--- src/rtl/pwm_counter_if.sv ---
// Control and status bundle for the PWM time-base counter.
// The master drives the controls and the slave returns the count and wrap strobe.
interface pwm_counter_if;
  logic        en;
  logic        count_reset;
  logic        dir;
  logic [7:0]  prescale;
  logic [15:0] period;
  logic [15:0] count_val;
  logic        wrap_pulse;

  modport master (
    output en, count_reset, dir, prescale, period,
    input  count_val, wrap_pulse
  );

  modport slave (
    input  en, count_reset, dir, prescale, period,
    output count_val, wrap_pulse
  );
endinterface

--- src/rtl/pwm_counter.sv ---
// Prescaled up/down PWM time-base counter with a registered wrap strobe.
// Period, prescale and direction are shadowed and take effect only at wrap, restart or while disabled.
module pwm_counter (
  input  logic         clk,
  input  logic         rst_n,
  pwm_counter_if.slave bus
);

  logic [15:0] prd_a;
  logic [7:0]  psc_a;
  logic        dir_a;
  logic [7:0]  psc_cnt;
  logic [15:0] count_val;
  logic        wrap_pulse;

  logic        tick;
  logic        at_terminal;
  logic [15:0] count_step;
  logic        load;

  // Next count on a tick, and whether that tick ends the period.
  always_comb begin
    tick        = bus.en && (psc_cnt == psc_a);
    at_terminal = 1'b0;
    count_step  = count_val;
    if (dir_a) begin
      if (count_val == 16'd0) begin
        count_step  = prd_a;
        at_terminal = 1'b1;
      end else begin
        count_step = count_val - 16'd1;
      end
    end else begin
      if (count_val >= prd_a) begin
        count_step  = 16'd0;
        at_terminal = 1'b1;
      end else begin
        count_step = count_val + 16'd1;
      end
    end
    load = bus.count_reset || !bus.en || (tick && at_terminal);
  end

  always_ff @(posedge clk or negedge rst_n) begin
    if (!rst_n) begin
      prd_a      <= 16'd0;
      psc_a      <= 8'd0;
      dir_a      <= 1'b0;
      psc_cnt    <= 8'd0;
      count_val  <= 16'd0;
      wrap_pulse <= 1'b0;
    end else begin
      if (load) begin
        prd_a <= bus.period;
        psc_a <= bus.prescale;
        dir_a <= bus.dir;
      end
      // Restart wins over everything and seeds the count from the incoming direction.
      if (bus.count_reset) begin
        psc_cnt    <= 8'd0;
        count_val  <= bus.dir ? bus.period : 16'd0;
        wrap_pulse <= 1'b0;
      end else if (!bus.en) begin
        psc_cnt    <= 8'd0;
        wrap_pulse <= 1'b0;
      end else if (tick) begin
        psc_cnt    <= 8'd0;
        count_val  <= count_step;
        wrap_pulse <= at_terminal;
      end else begin
        psc_cnt    <= psc_cnt + 8'd1;
        wrap_pulse <= 1'b0;
      end
    end
  end

  assign bus.count_val  = count_val;
  assign bus.wrap_pulse = wrap_pulse;

endmodule

--- src/flat_wrapper.sv ---
// flat-port wrapper written by rule: the top's interface ports become plain ports
module pwm_counter_flat 
  (clk, rst_n, bus_en, bus_count_reset, bus_dir, bus_prescale, bus_period, bus_count_val, bus_wrap_pulse);
  pwm_counter_if bus_i ();
  input  logic clk;
  input  logic rst_n;
  input wire logic [$bits(bus_i.en)-1:0] bus_en;
  input wire logic [$bits(bus_i.count_reset)-1:0] bus_count_reset;
  input wire logic [$bits(bus_i.dir)-1:0] bus_dir;
  input wire logic [$bits(bus_i.prescale)-1:0] bus_prescale;
  input wire logic [$bits(bus_i.period)-1:0] bus_period;
  output wire logic [$bits(bus_i.count_val)-1:0] bus_count_val;
  output wire logic [$bits(bus_i.wrap_pulse)-1:0] bus_wrap_pulse;
  assign bus_i.en = bus_en;
  assign bus_i.count_reset = bus_count_reset;
  assign bus_i.dir = bus_dir;
  assign bus_i.prescale = bus_prescale;
  assign bus_i.period = bus_period;
  assign bus_count_val = bus_i.count_val;
  assign bus_wrap_pulse = bus_i.wrap_pulse;
  pwm_counter u_core (.clk(clk), .rst_n(rst_n), .bus(bus_i));
endmodule
--- config.mk ---
export PLATFORM = sky130hd
export DESIGN_NAME = pwm_counter_flat
export DESIGN_NICKNAME = d
export VERILOG_FILES = /design/src/rtl/pwm_counter_if.sv /design/src/rtl/pwm_counter.sv /design/src/flat_wrapper.sv
export SDC_FILE = /design/constraint.sdc
export NUM_CORES = 1
export LEC_CHECK = 0
export CORE_MARGIN = 4
export CORE_UTILIZATION = 35
export DETAILED_ROUTE_END_ITERATION = 8
export PLACE_DENSITY = 0.59
export SLEW_MARGIN = 25
export SYNTH_ARGS = -nofsm -noshare
export SYNTH_HDL_FRONTEND = slang
export SYNTH_SLANG_ARGS = --single-unit
--- constraint.sdc ---
create_clock -name clk -period 3.93 [get_ports clk]
set_clock_uncertainty 0.1 [all_clocks]
set_input_delay 0.393 -clock clk [delete_from_list [all_inputs] [get_ports clk]]
set_output_delay 0.393 -clock clk [all_outputs]
set_load 0.03 [all_outputs]
Fig. 1: met2 routing
Scale: 4 px per um.
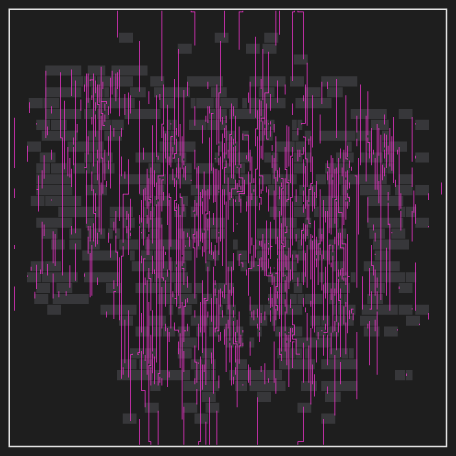
- longest straight run: 48.8 um
- wire length on this layer: 4890 um

Fig. 2: met3 routing
Scale: 4 px per um.
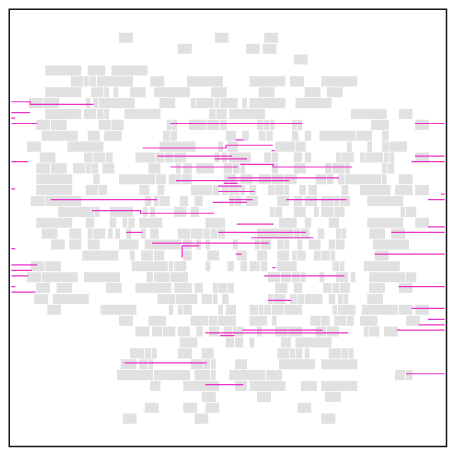
- wire length on this layer: 668 um
- longest straight run: 35.4 um

Fig. 3: track usage over the die
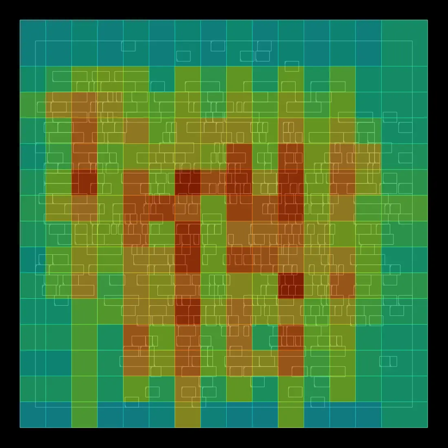
routing usage on met2: 29.61%
Total GRT Usage: 17.65%
met1 Use GR: 23.36%
met3 Usage GRT: 3.138%
wire length per cell: 17.67 um

==> results.yml <==
# physical design summary
setup_path:
  worstSetupPathType: "flop to flop"
  critPathTopFamily: "AND-OR/OR-AND gates"
  cpPeakStageDelay_ns: 0.79
  endpoint: "u_core.prd_a[0]$_DFFE_PN0P_"
clock_tree:
  cts_tree: "built"
  clock_latency_ns: 0.32
  clk_pin_slew_worst_paths_ns: 0.10
  post-cts-setup-buffer-count: 0
outcome:
  status: "completed"
placed_design:
  hpwl_um: 7194
  gp_congestion: 0.9411
finish:
  nNetsFinal: 478
  area_growth_syn_to_layout_pct: 18.13
floorplan:
  die_h_um: 109.0
power:
  pg_comb_uw: 376
  clock_net_power_uw: 326
routing:
  drc: 0
  route.met2.wl_um: 4885
job:
  log.warning_count: 28
synth:
  synthCells: 391
  synth-xor-area-share_pct: 7.120
[cell usage after synthesis, types with 5 or more instances]
| library cell | count | area, um^2 |
|---|---|---|
| and3_1 | 6 | 37.54 |
| xnor2_1 | 19 | 166.4 |
| dfrtp_1 | 50 | 1251 |
| nor3_1 | 9 | 45.04 |
| o31ai_1 | 11 | 82.58 |
| a31oi_1 | 7 | 43.79 |
| ha_1 | 20 | 250.2 |
| and2_1 | 5 | 31.28 |
| a21oi_1 | 22 | 110.1 |
| nand2_1 | 35 | 131.4 |
| mux2_1 | 20 | 225.2 |
| clkbuf_1 | 15 | 56.30 |
| nand3_1 | 12 | 60.06 |
| nor2_1 | 27 | 101.4 |
| xor2_1 | 10 | 87.58 |
| nand4_1 | 5 | 31.28 |
| o21ai_0 | 20 | 100.1 |
| inv_1 | 24 | 90.09 |
[through the flow]
step           cells  hold slack (ns)  utilization, %
4_1_cts          563           0.1059           42.72
6_report         563          0.06505           42.72
5_1_grt          563           0.1512           42.72
3_5_place_dp     555           0.3747           41.77
2_1_floorplan    391        -0.002591               -
3_3_place_gp     555           0.3697           41.77
[worst min path at each step]
stage                                           to  slack [ns]  depth (start not counted)
2_1_floorplan  u_core.bus.count_val[0]$_DFFE_PN0P_      -0.003                          0
3_3_place_gp           u_core.prd_a[2]$_DFFE_PN0P_        0.37                          1
3_5_place_dp           u_core.prd_a[2]$_DFFE_PN0P_        0.37                          1
4_1_cts                u_core.prd_a[2]$_DFFE_PN0P_        0.11                          2
5_1_grt               u_core.prd_a[14]$_DFFE_PN0P_        0.15                          2
6_report               u_core.prd_a[7]$_DFFE_PN0P_        0.07                          2
[per-layer routing]
metal / up-vias / global-route usage, %
li1: 1503 / -
met1: 1527 / 23.36
met2: 95 / 29.61
met3: 7 / 3.138
met4: 0 / 4.779
met5: - / 0
Power and IR drop assume default switching activity.
